==> config.mk <==
export PLATFORM = sky130hd
export DESIGN_NAME = add_sub_pipe
export DESIGN_NICKNAME = d
export VERILOG_FILES = /design/src/rtl/add_sub_pipe.sv
export SDC_FILE = /design/constraint.sdc
export NUM_CORES = 1
export LEC_CHECK = 0
export CAP_MARGIN = 30
export CORE_ASPECT_RATIO = 0.75
export CORE_UTILIZATION = 50
export DETAILED_ROUTE_END_ITERATION = 10
export PLACE_DENSITY_LB_ADDON = 0.3
export SKIP_CTS_REPAIR_TIMING = 1
export SYNTH_ARGS = -nofsm -noshare
export SYNTH_HDL_FRONTEND = slang
export SYNTH_SLANG_ARGS = --single-unit
==> constraint.sdc <==
create_clock -name clk -period 3.31 [get_ports clk]
set_clock_uncertainty 0.15 [all_clocks]
set_input_delay 0.662 -clock clk [delete_from_list [all_inputs] [get_ports clk]]
set_output_delay 0.662 -clock clk [all_outputs]
set_load 0.01 [all_outputs]
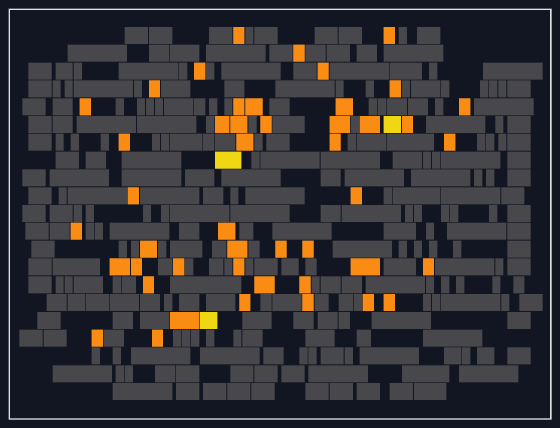
Figure 1: run 1, gate families picked out.
Key: inverting AOI/OAI gates = orange [cells 46]; AND-OR and OR-AND gates = yellow [cells 3]
Commonest Layout Cell: nand2_1
Comb/total area: 0.3835
Final Non-Filler Cells: 377

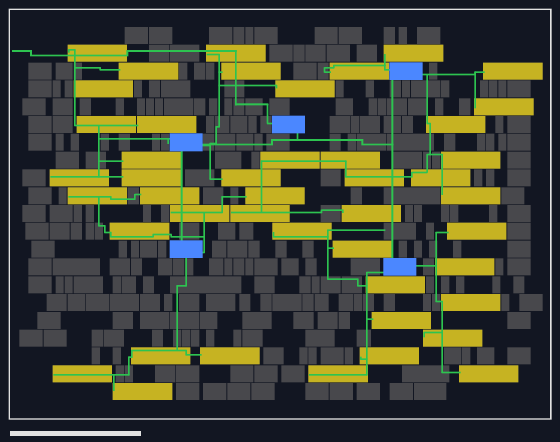
Figure 2: run 1, clock network drawn from the DEF.
Bar = 20 µm.
Key: flip-flops = yellow [count 45]; clock wires = green [length 564 µm]; cells driving clock nets = blue [count 5]
There are 6 routed clock nets.
Late-Pin Clk Latency: 300 ps
clock share of power: 0.221
Clock net power: 432 µW

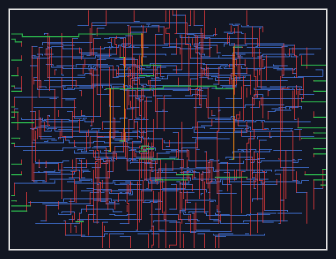
Figure 3: run 1, metal layers overlaid.
Key: met4 = orange [wire length 75.5 µm]; met3 = green [wire length 214 µm]; met1 = blue [wire length 2480 µm]; met2 = red [wire length 2040 µm]
Post-Route WL: 4806 µm
Total GRT Usage: 0.2058
drt wl/cell: 12.75 µm
vias: 1910

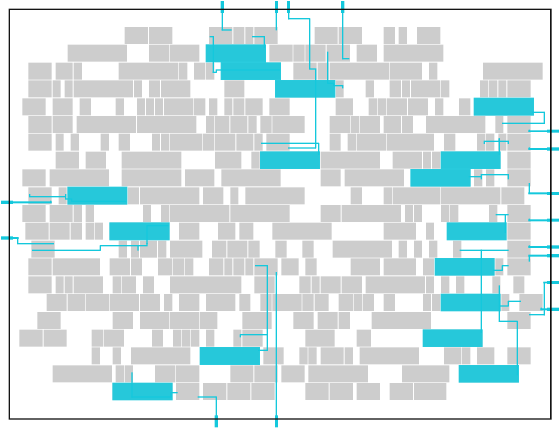
Figure 4: run 1, nets reached from selected ports.
Key: sum = cyan [bits 16, direction output, edge 8 east, 4 north, 2 west, 2 south, end cells 16, buffers 16, wire 299 µm]
I/O Pins: 57
IO Port Bufs: 56

==> results.cfg, run 1 <==
; yosys + openroad results
[pwr]
p_int_uw = 1337
power_uw = 1956
powerComb_uw = 738
seq_power_uw = 786
power_frac_comb = 0.377
power_frac_seq = 0.402

[logic_synthesis]
synth_top_cell_by_area = dfrtp_1
top_area_frac = 0.4634
synth_chip_area_um2 = 2430
syn_area_per_cell_um2 = 9.239
synth_area_um2 = 2430
synth-seq-area-share = 0.4634
fp_nets = 317
topCellsByArea = dfrtp_1 46%, nand2_1 11%, ha_1 7.2%, xnor2_1 5.0%, xor2_1 4.7%
syn_inst = 263

[floorplanning]
coreArea_um2 = 4572
core.rowCount = 21

[outcome]
status = complete, no violations

[global_routing]
grt_pass1_wl_um = 7969
grt_overflow = 0
grt.busiest_layer = met1
grt_antenna_before_repair = 0

[worst_setup_path]
crit_path_start_kind = input pin
required_ps = 3400
critPathKind = in2reg

[final_layout]
fin_area_um2 = 3174
final_net_count = 373
fin_util = 0.6943

[clock_network]
clk_pin_slew_ps = 80
htreeDepth = 2
cts_sinks = 45
clockBufferDepth = 2
cts_tree = done

[final_timing]
slew_viol_final = 0
fin_crit_sh = 0.8210
finalWorstSetupSlack_ps = 592.4
slew_headroom = 0.6472
holdWs_ps = 126.7
worst_pin_slew_ps = 529.2
rsz0062_at_grt = no
setup_violations = 0

[detailed_routing]
ant_nets = 0

[worst_hold_path]
hp-class = in2async

[placement]
hpwl_um = 3435
placedCellCount = 369

[run]
tool_warnings = 26
-- run 1: logic make-up after synthesis --
kind of cell	Yosys count	share of synthesized area
mux	1	0.004120
simple gates	102	0.1735
xor+xnor	27	0.09732
fa+ha+maj	17	0.09681
compound gates	49	0.1262
buf+inv	22	0.03862
flops	45	0.4634
-- run 1: layout make-up --
cell class | instances | area (µm²) | area share
flip-flops and latches | 45 | 1126 | 0.3548
well taps | 57 | 71.32 | 0.02247
repair buffers | 61 | 605.6 | 0.1908
multi-input cells | 196 | 1217 | 0.3835
clock buffers | 7 | 86.33 | 0.02720
inverters | 10 | 37.54 | 0.01183
clock inverters | 1 | 30.03 | 0.009460
-- run 1: worst max-delay path, cell delays in order --
cell and delay [ps]:
clkdlybuf4s50_1 550, buf_4 200, xor2_1 150, ha_1 290
nor2b_1 140, o21ai_0 190, a21oi_1 160, or3_1 370
nand3_1 90
-- run 1: synth_stat cells (all sizes together) --
| cell | instances |
|---|---|
| nor2 | 11 |
| buf | 7 |
| inv | 10 |
| o21ai | 19 |
| dfrtp | 45 |
| nor2b | 2 |
| nand2 | 74 |
| and3 | 2 |
| nor3b | 1 |
| o41a | 1 |
| fa | 3 |
| o211ai | 2 |
| nand2b | 2 |
| a31oi | 2 |
| a21oi | 15 |
| o2111ai | 2 |
| xor2 | 13 |
| o31ai | 3 |
| nand3 | 3 |
| a21o | 2 |
| a211oi | 1 |
| or3 | 3 |
| nor3 | 3 |
| ha | 14 |
| xnor2 | 14 |
| mux2i | 1 |
| clkbuf | 5 |
| o21bai | 1 |
| and3b | 1 |
| a221oi | 1 |
-- run 1: layer usage --
layer | up-vias | wire (µm)
met3 | 9 | 213
met4 | 0 | 75
met5 | - | 0
li1 | 980 | -
met2 | 58 | 2039
met1 | 863 | 2477
## Run 2: what changed since run 1
--- a/config.mk
+++ b/config.mk
@@ -7,7 +7,7 @@
 export LEC_CHECK = 0
 export CAP_MARGIN = 30
 export CORE_ASPECT_RATIO = 0.75
-export CORE_UTILIZATION = 50
+export CORE_UTILIZATION = 45
 export DETAILED_ROUTE_END_ITERATION = 10
 export PLACE_DENSITY_LB_ADDON = 0.3
 export SKIP_CTS_REPAIR_TIMING = 1
==> constraint.sdc (replaced) <==
create_clock -name clk -period 2.4 [get_ports clk]
set_clock_uncertainty 0.15 [all_clocks]
set_input_delay 0.48 -clock clk [delete_from_list [all_inputs] [get_ports clk]]
set_output_delay 0.48 -clock clk [all_outputs]
set_load 0.01 [all_outputs]
==> results.cfg, run 2 <==
; yosys + openroad results
[final_timing]
holdWs_ps = 20.21
setup_violations = 0
fin_crit_sh = 0.9807
slew_viol_final = 0
rsz0062_at_grt = yes

[placement]
io_buffers = 56

[worst_setup_path]
cpMostUsedCell = fa_2
slowest_stage = dfrtp_1

[logic_synthesis]
topCellsByArea = dfrtp_1 46%, nand2_1 11%, ha_1 7.2%, xnor2_1 5.0%, xor2_1 4.7%
yosysMostFrequentCell = nand2_1
synth_chip_area_um2 = 2430
fp_nets = 317
edf_count = 0
syn_inst = 263
synth-seq-area-share = 0.4634
xor_area_frac = 0.09732
top_area_frac = 0.4634
yosys.area_share.simple = 0.1735
syn_area_per_cell_um2 = 9.239
async_reset_ff_frac = 1.000

[outcome]
status = complete, no violations

[floorplanning]
core.rowCount = 22
coreArea_um2 = 5037
ioPinCount = 57

[pwr]
power_uw = 2773

[final_layout]
final_common_cell = nand2_1
final_net_count = 392
fin_util = 0.6679

[global_routing]
grt_overflow = 0
grt_antenna_before_repair = 0

[clock_network]
clk_pin_slew_ps = 90
htreeDepth = 2

[detailed_routing]
dr_total_vias = 2010
wl_um = 5286
## run 2: layout make-up
class                   count  area (µm²)
clock buffers               7       86.33
clock inverters             1       30.03
fillers                   440        1673
inverters                  10       37.54
multi-input cells         196        1244
flip-flops and latches     45        1126
well taps                  72       90.09
repair buffers             80       750.7
## run 2: cell families (layout without fill, tap and decap cells)
logic type | count (synthesis) | count (layout)
XOR/XNOR | 27 | 27
AND-OR/OR-AND | 49 | 49
adder cells (fa/ha/maj) | 17 | 17
buffers and inverters | 22 | 98
multiplexers | 1 | 1
flip-flops | 45 | 45
AND/OR/NAND/NOR | 102 | 102
## run 2: layer usage
layer | vias to the layer above | part of all wire | global-route usage
met4 | 0 | 0.0025 | 0.03333
met5 | - | 0 | 0
met1 | 934 | 0.50 | 0.2891
met2 | 53 | 0.44 | 0.3297
met3 | 2 | 0.054 | 0.05528
li1 | 1021 | - | -
## run 2: stage by stage
step           setup TNS [ps]  instances  setup WS, ps
2_1_floorplan               0        263         8.674
3_3_place_gp            -1735        402        -372.7
3_5_place_dp            -2340        402        -526.4
4_1_cts                -940.6        410        -293.9
5_1_grt                -105.9        411        -53.60
6_report                    0        411         46.44
## run 2: report_power, final
part | total [µW] | switching, µW | leakage [µW] | internal [µW]
registers | 1100 | 135 | 0.000536 | 969
clock network | 584 | 245 | 0.0000585 | 340
logic | 1080 | 500 | 0.000962 | 584
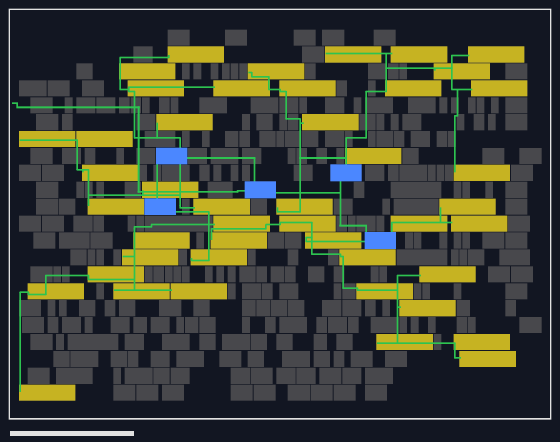
Figure 5: run 2, clock network drawn from the DEF.
Bar = 20 µm.
Key: cells driving clock nets = blue [count 5]; clock wires = green [length 522 µm]; flip-flops = yellow [count 45]
There are 6 routed clock nets.
Late-Pin Clk Latency: 290 ps
Clock net power: 584 µW
clock share of power: 0.211

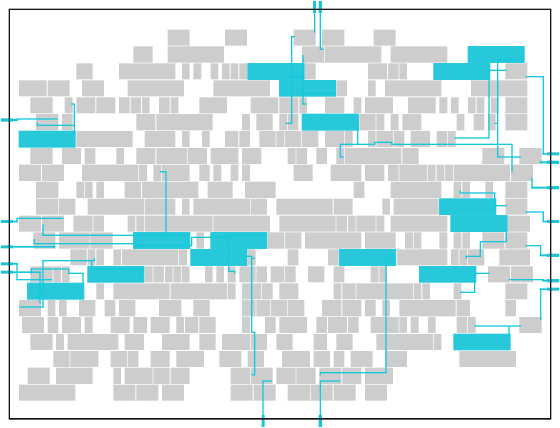
Figure 6: run 2, nets reached from selected ports.
Key: sum = cyan [bits 16, direction output, edge 7 east, 5 west, 2 north, 2 south, end cells 16, buffers 16, wire 448 µm]

No activity file was given, so power comes from the tool's default toggle rates.
